**Clock distribution**

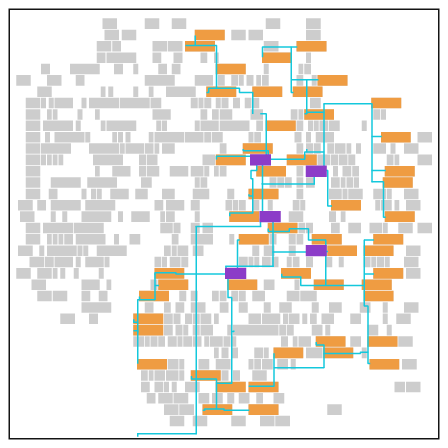
**Metal 1**

Supply wires on this layer in grey. Cells faint in the background.
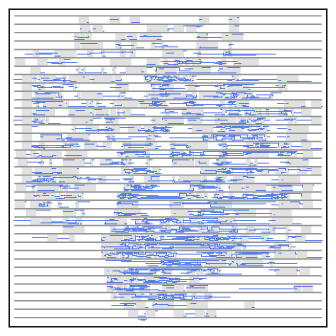
### config.mk
export PLATFORM = sky130hd
export DESIGN_NAME = sc_bs_accumulator_flat
export DESIGN_NICKNAME = d
export VERILOG_FILES = /design/src/rtl/sc_pkg.sv /design/src/rtl/sc_bs_accumulator_if.sv /design/src/rtl/sc_popcount.sv /design/src/rtl/sc_bs_accumulator.sv /design/src/flat_wrapper.sv
export SDC_FILE = /design/constraint.sdc
export NUM_CORES = 1
export LEC_CHECK = 0
export CORE_MARGIN = 1
export CORE_UTILIZATION = 35
export CTS_CLUSTER_SIZE = 10
export DETAILED_ROUTE_END_ITERATION = 12
export SLEW_MARGIN = 5
export SYNTH_ARGS = -nofsm -noshare
export SYNTH_HDL_FRONTEND = slang
export SYNTH_SLANG_ARGS = --single-unit
export TNS_END_PERCENT = 10
### constraint.sdc
create_clock -name clk -period 13.36 [get_ports clk]
set_clock_uncertainty 0.15 [all_clocks]
set_input_delay 2.004 -clock clk [delete_from_list [all_inputs] [get_ports clk]]
set_output_delay 2.004 -clock clk [all_outputs]
set_load 0.02 [all_outputs]
### src/rtl/sc_pkg.sv
// -----------------------------------------------------------------------------
// sc_pkg
// Shared definitions for the stochastic-computing datapath.
//   SC_OUT_WIDTH : default bitstream word width, shared with the multiplier.
//   sc_state_e   : accumulator FSM states.
//   pop_width()  : number of bits needed to hold a popcount of a w-bit word.
// -----------------------------------------------------------------------------
package sc_pkg;

   localparam int SC_OUT_WIDTH = 32;

   typedef enum logic [0:0] {
      ST_ACCUM = 1'b0,
      ST_HOLD  = 1'b1
   } sc_state_e;

   // A w-bit word has between 0 and w ones, so w+1 distinct values.
   function automatic int pop_width(input int w);
      return $clog2(w + 1);
   endfunction

endpackage

### src/rtl/sc_bs_accumulator_if.sv
// -----------------------------------------------------------------------------
// sc_bs_accumulator_if
// Bitstream input and result output handshakes of the accumulator.
//   in_valid/in_ready/in_bs/in_last         : one bitstream word per accept
//   out_valid/out_ready/out_count/out_words/out_sat : one result per stream
// Modports:
//   master : upstream producer + downstream consumer side
//   slave  : the accumulator itself
// -----------------------------------------------------------------------------
interface sc_bs_accumulator_if
   import sc_pkg::*;
#(
   parameter int OUT_WIDTH = SC_OUT_WIDTH,
   parameter int CNT_WIDTH = 16,
   parameter int LEN_WIDTH = 8
);

   logic                 in_valid;
   logic                 in_ready;
   logic [OUT_WIDTH-1:0] in_bs;
   logic                 in_last;

   logic                 out_valid;
   logic                 out_ready;
   logic [CNT_WIDTH-1:0] out_count;
   logic [LEN_WIDTH-1:0] out_words;
   logic                 out_sat;

   modport master (
      output in_valid, in_bs, in_last, out_ready,
      input  in_ready, out_valid, out_count, out_words, out_sat
   );

   modport slave (
      input  in_valid, in_bs, in_last, out_ready,
      output in_ready, out_valid, out_count, out_words, out_sat
   );

endinterface

### src/rtl/sc_popcount.sv
// -----------------------------------------------------------------------------
// sc_popcount
// Combinational ones-count of a bitstream word using a balanced adder tree.
//   bits  [OUT_WIDTH-1:0] : input word
//   count [PW-1:0]        : number of ones in bits (0..OUT_WIDTH)
// -----------------------------------------------------------------------------
module sc_popcount
   import sc_pkg::*;
#(
   parameter  int OUT_WIDTH = SC_OUT_WIDTH,
   localparam int PW        = pop_width(OUT_WIDTH)
) (
   input  logic [OUT_WIDTH-1:0] bits,
   output logic [PW-1:0]        count
);

   // Leaves padded up to a power of two so the tree is a complete heap:
   // node i has children 2i+1 and 2i+2, leaves occupy LEAVES-1 .. 2*LEAVES-2.
   localparam int LEAVES = 1 << $clog2(OUT_WIDTH);

   logic [PW-1:0] node [2*LEAVES-1];

   // Every partial sum is bounded by OUT_WIDTH, so PW bits suffice at every
   // level of the tree.
   always_comb begin
      for (int i = 0; i < OUT_WIDTH; i++) begin
         node[LEAVES - 1 + i] = PW'(bits[i]);
      end
      for (int i = OUT_WIDTH; i < LEAVES; i++) begin
         node[LEAVES - 1 + i] = '0;
      end
      for (int i = LEAVES - 2; i >= 0; i--) begin
         node[i] = node[2*i + 1] + node[2*i + 2];
      end
   end

   assign count = node[0];

endmodule

### src/rtl/sc_bs_accumulator.sv
// -----------------------------------------------------------------------------
// sc_bs_accumulator
// Stochastic-to-binary back end. Accumulates the ones-count and word count of
// a multi-word bitstream delimited by in_last, then presents the saturating
// totals on a valid/ready result port.
// Ports:
//   clk   : single clock, rising edge
//   rst   : synchronous active-high reset
//   flush : synchronous abort of the current stream and any pending result
//   bus   : sc_bs_accumulator_if.slave
//           input  word handshake  (in_valid, in_ready, in_bs, in_last)
//           result handshake       (out_valid, out_ready, out_count,
//                                   out_words, out_sat)
// -----------------------------------------------------------------------------
module sc_bs_accumulator
   import sc_pkg::*;
#(
   parameter int OUT_WIDTH = SC_OUT_WIDTH,
   parameter int CNT_WIDTH = 16,
   parameter int LEN_WIDTH = 8
) (
   input  logic                clk,
   input  logic                rst,
   input  logic                flush,
   sc_bs_accumulator_if.slave  bus
);

   localparam int PW = pop_width(OUT_WIDTH);

   // Saturating add returning {overflow, clamped_sum}; the sum is formed one
   // bit wider so the carry out is the overflow indicator.
   function automatic logic [CNT_WIDTH:0] sat_add_cnt(
      input logic [CNT_WIDTH-1:0] a,
      input logic [PW-1:0]        b
   );
      logic [CNT_WIDTH:0] wide;
      wide = {1'b0, a} + (CNT_WIDTH + 1)'(b);
      if (wide[CNT_WIDTH]) begin
         sat_add_cnt = {1'b1, {CNT_WIDTH{1'b1}}};
      end else begin
         sat_add_cnt = wide;
      end
   endfunction

   function automatic logic [LEN_WIDTH:0] sat_inc_len(
      input logic [LEN_WIDTH-1:0] a
   );
      logic [LEN_WIDTH:0] wide;
      wide = {1'b0, a} + (LEN_WIDTH + 1)'(1);
      if (wide[LEN_WIDTH]) begin
         sat_inc_len = {1'b1, {LEN_WIDTH{1'b1}}};
      end else begin
         sat_inc_len = wide;
      end
   endfunction

   sc_state_e            state_q,     state_d;
   logic [CNT_WIDTH-1:0] acc_q,       acc_d;
   logic [LEN_WIDTH-1:0] words_q,     words_d;
   logic                 sat_flag_q,  sat_flag_d;
   logic [CNT_WIDTH-1:0] out_count_q, out_count_d;
   logic [LEN_WIDTH-1:0] out_words_q, out_words_d;
   logic                 out_sat_q,   out_sat_d;

   logic                 accept;
   logic [OUT_WIDTH-1:0] bs_gated;
   logic [PW-1:0]        pop_cnt;
   logic                 acc_ovf;
   logic [CNT_WIDTH-1:0] acc_sum;
   logic                 len_ovf;
   logic [LEN_WIDTH-1:0] len_sum;
   logic                 sat_next;

   assign accept = bus.in_valid && (state_q == ST_ACCUM);

   // Unaccepted words (possibly X while in_valid=0) never reach the adders.
   assign bs_gated = accept ? bus.in_bs : '0;

   sc_popcount #(
      .OUT_WIDTH (OUT_WIDTH)
   ) u_popcount (
      .bits  (bs_gated),
      .count (pop_cnt)
   );

   always_comb begin
      state_d     = state_q;
      acc_d       = acc_q;
      words_d     = words_q;
      sat_flag_d  = sat_flag_q;
      out_count_d = out_count_q;
      out_words_d = out_words_q;
      out_sat_d   = out_sat_q;

      {acc_ovf, acc_sum} = sat_add_cnt(acc_q, pop_cnt);
      {len_ovf, len_sum} = sat_inc_len(words_q);
      sat_next           = sat_flag_q | acc_ovf | len_ovf;

      if (flush) begin
         // Abort wins over any same-cycle accept or result handshake.
         state_d    = ST_ACCUM;
         acc_d      = '0;
         words_d    = '0;
         sat_flag_d = 1'b0;
      end else begin
         case (state_q)
            ST_ACCUM: begin
               if (accept) begin
                  if (bus.in_last) begin
                     // Result takes the post-add values; the running state
                     // restarts so the next stream counts from zero.
                     out_count_d = acc_sum;
                     out_words_d = len_sum;
                     out_sat_d   = sat_next;
                     acc_d       = '0;
                     words_d     = '0;
                     sat_flag_d  = 1'b0;
                     state_d     = ST_HOLD;
                  end else begin
                     acc_d      = acc_sum;
                     words_d    = len_sum;
                     sat_flag_d = sat_next;
                  end
               end
            end
            ST_HOLD: begin
               if (bus.out_ready) begin
                  state_d = ST_ACCUM;
               end
            end
            default: begin
               state_d = ST_ACCUM;
            end
         endcase
      end
   end

   always_ff @(posedge clk) begin
      if (rst) begin
         state_q     <= ST_ACCUM;
         acc_q       <= '0;
         words_q     <= '0;
         sat_flag_q  <= 1'b0;
         out_count_q <= '0;
         out_words_q <= '0;
         out_sat_q   <= 1'b0;
      end else begin
         state_q     <= state_d;
         acc_q       <= acc_d;
         words_q     <= words_d;
         sat_flag_q  <= sat_flag_d;
         out_count_q <= out_count_d;
         out_words_q <= out_words_d;
         out_sat_q   <= out_sat_d;
      end
   end

   // Both handshake outputs are pure decodes of the registered state, so
   // there is no combinational path from out_ready to in_ready.
   assign bus.in_ready  = (state_q == ST_ACCUM);
   assign bus.out_valid = (state_q == ST_HOLD);
   assign bus.out_count = out_count_q;
   assign bus.out_words = out_words_q;
   assign bus.out_sat   = out_sat_q;

endmodule

### src/flat_wrapper.sv
// flat-port wrapper written by rule: the top's interface ports become plain ports
module sc_bs_accumulator_flat import sc_pkg::*;
#(
   parameter int OUT_WIDTH = SC_OUT_WIDTH,
   parameter int CNT_WIDTH = 16,
   parameter int LEN_WIDTH = 8
)
  (clk, rst, flush, bus_in_valid, bus_in_bs, bus_in_last, bus_out_ready, bus_in_ready, bus_out_valid, bus_out_count, bus_out_words, bus_out_sat);
  sc_bs_accumulator_if #(.OUT_WIDTH(OUT_WIDTH), .CNT_WIDTH(CNT_WIDTH), .LEN_WIDTH(LEN_WIDTH)) bus_i ();
  input  logic clk;
  input  logic rst;
  input  logic flush;
  input wire logic [$bits(bus_i.in_valid)-1:0] bus_in_valid;
  input wire logic [$bits(bus_i.in_bs)-1:0] bus_in_bs;
  input wire logic [$bits(bus_i.in_last)-1:0] bus_in_last;
  input wire logic [$bits(bus_i.out_ready)-1:0] bus_out_ready;
  output wire logic [$bits(bus_i.in_ready)-1:0] bus_in_ready;
  output wire logic [$bits(bus_i.out_valid)-1:0] bus_out_valid;
  output wire logic [$bits(bus_i.out_count)-1:0] bus_out_count;
  output wire logic [$bits(bus_i.out_words)-1:0] bus_out_words;
  output wire logic [$bits(bus_i.out_sat)-1:0] bus_out_sat;
  assign bus_i.in_valid = bus_in_valid;
  assign bus_i.in_bs = bus_in_bs;
  assign bus_i.in_last = bus_in_last;
  assign bus_i.out_ready = bus_out_ready;
  assign bus_in_ready = bus_i.in_ready;
  assign bus_out_valid = bus_i.out_valid;
  assign bus_out_count = bus_i.out_count;
  assign bus_out_words = bus_i.out_words;
  assign bus_out_sat = bus_i.out_sat;
  sc_bs_accumulator #(.OUT_WIDTH(OUT_WIDTH), .CNT_WIDTH(CNT_WIDTH), .LEN_WIDTH(LEN_WIDTH)) u_core (.clk(clk), .rst(rst), .flush(flush), .bus(bus_i));
endmodule
==> notes.md <==
Notes on the flow run.

- The upper clock frequency limit is 0.0953 GHz, for reference.
- The share of layout cells above drive strength 1 is 4.71%, for reference.
- The data required time reported for the critical path is ~13 ns.
- The area of the die is 10,500 um^2, for reference.
- The main area contributors are sky130_fd_sc_hd__dfxtp_1 (29%), sky130_fd_sc_hd__fa_1 (14%), sky130_fd_sc_hd__ha_1 (5.3%).
- The highest metal layer with signal wires is met4, for reference.
- Of all flip-flops after synthesis, the portion carrying an async set or reset was 0%.
- The top flip-flop cell by instance count after synthesis is sky130_fd_sc_hd__dfxtp_1, for reference.
- Total global-route track usage over all layers is about 16%.
- The aggregate routed wire length is 8.02 mm, for reference.
- After layout, the inverter instance count without clock inverters stands at between 40 and 50.
- The fraction of power spent switching nets is roughly two fifths, for reference.
- The count of mapped cells out of synthesis is 434, for reference.
- Per the post-route antenna check, the number of violating nets is 0.
- The floorplan has 36 rows.
- The script extracted a total leakage power of around 1.7 nW.
- Per the detailed placement report, the placed cell area equals 4280 um^2.
- The internal power component is 0.395 mW, for reference.
- The path category of the worst min-delay check is reg -> reg, for reference.
- The global routing report lists met2 layer usage as 28.8%.
- The total net switching power is 0.277 mW, for reference.
- The global placement routability congestion is 0.890, for reference.
- The report counts max-capacitance violations totalling 0.
- Setup repair after global routing left no endpoint under its margin.
- The largest net degree at the start of global routing is 30, for reference.
- The timing report lists the critical path depth as 26 cells.
- The total number of tap cells is 133, for reference.
- In the final layout, the multi-input gates occupy 2270 um^2.
- Of the total synthesized cell area, the portion taken by AND-OR and OR-AND cells is between 10% and 20%.
- The cell at the root of the clock tree is sky130_fd_sc_hd__clkbuf_8, for reference.
- Across all setup checks in the final design, the least slack found is 2.86 ns.
- The share of synthesized area spent on multiplexers is 0.849%, for reference.
- Wire segments on met3 add up to 348 um in the final route.
- The clock tree cell share of total cell area is 2.56%, for reference.
- The final hold slack is 0.303 ns, for reference.
- The run finished with clean final reports.
- The region available for standard cell placement spans ~9800 um^2.
- In this design, the critical path's most frequently occurring cell is sky130_fd_sc_hd__fa_1.
- The cell kind with the greatest summed area is multi-input combinational cells, for reference.
- The clock tree buffer depth is 2, for reference.
- The clock power share is between 10% and 20%, for reference.
- For the completed layout, the total cell area is recorded as around 4400 um^2.
- Global routing put the most usage on met2.
- The xor and xnor area share after synthesis is ~3.5%, for reference.
- The fill cell instance count of the final layout is 1,013, for reference.
- The total power after layout is 0.673 mW, for reference.
- The largest driver fanout on the critical path is 29, for reference.
- The summed negative setup slack over all endpoints is 0 ns, for reference.
- The layout contains a multi-input combinational cell count of around 320.
- According to the floorplan report, the die height is 103 um.
- The layout net count is 565, for reference.
- The script logs the mean routed wire length per placed instance as 12.9 um.
- After global routing the overflow that remains totals 0.
- In this run the count of I/O pins placed on the die edge is roughly 65.
- The synthesis-to-finish area growth is 24.1%, for reference.
- Synthesis inferred 51 register bits.
- After the first detailed-routing iteration, the DRC count stood at 125.
- At the worst endpoint, the arrival time is 10.53 ns.
- The floorplan utilization is between 30% and 40%, for reference.
- The logs give a warning total of 26.
- The depth of the CTS H-tree is 2, for reference.
- Gates resized during post-CTS repair numbered 0.
- The total of endpoints with negative setup slack in the final report is 0, for reference.
- Looking at area per cell type in the netlist, the leader is sky130_fd_sc_hd__dfxtp_1.
- Summing every instance area after synthesis gives 3540 um^2.
- The fraction of post-synthesis cell area in the top cell type by area is 28.9%, for reference.
- Counting every net in the synthesized netlist gives between 500 and 600.
- The start-to-end type of the worst setup path is in -> reg, for reference.
- Looking at the max-slew report, the worst-margin pin has a slew of 1.00 ns.
- The non-filler instance count after layout is roughly 620, for reference.
- In the final layout, flip-flops and latches take up 23.3% of the cell area.
- Leaving out fill and tap cells, the most frequent cell in the layout is sky130_fd_sc_hd__clkdlybuf4s50_1.
- The logic gate fraction of the total cell area is 51.8%, for reference.
- The launch instance of the worst register-to-register path is u_core.bus.out_valid, for reference.
- Counting the buffers created by CTS gives 5.
- The detailed-route vias per instance is ~5.1, for reference.
- The average instance in the mapped netlist occupies roughly 8.2 um^2.
- Subtracting the final worst setup slack from the clock period gives about 10 ns.
- The HPWL after detailed placement is 6.07 mm.
- The final report gives the core utilization as 44.9%.
- STA reports a reg2reg setup slack of 4.75 ns.
- Across all layers, the routed design uses 3,166 vias.
- The capture point of the worst reg-to-reg path is u_core.bus.out_count[8], for reference.
- The share of power burned in registers is between 20% and 30%, for reference.
- Global routing consumed, on the met3 layer, 2.03% of the routing resources.
- The number of buffers inserted by hold repair at cts is 0, for reference.
- Counting tap cells, the placed design contains a total of 613 instances.
- Checking max transition, the worst relative margin is 33.2%.
- Counting instances, the worst hold path has a depth of 2.
- The timing report shows that the slowest cell on the worst path is sky130_fd_sc_hd__a221oi_2.
- TritonCTS built the clock tree.
- The number of remaining DRC errors is 0, for reference.
- OpenROAD reports that the post-layout worst path occupies 78.6% of the period.
- STA classifies the critical path endpoint as a flop.
- The count of buffer and inverter cells on the critical path is 6, for reference.
- The met2 wirelength from detailed routing is 3.86 mm, for reference.
- The kind of start point of the critical path is an input port, for reference.
- Of the total synthesized cell area, the portion taken by full adders, half adders and majority gates is between 10% and 20%.
About 'clock distribution':
[clock wires] cyan | length: 629 um
[flip-flops] orange | count: 51
[clock drivers] purple | count: 5
routed clock nets	6
clock-net power: 0.108 mW
Latency at later pin: 0.30 ns

About 'metal 1':
share of all routed wire	47%
nets with wire on the layer	500
wire length on this layer	3,740 um

Power and IR drop assume default switching activity.
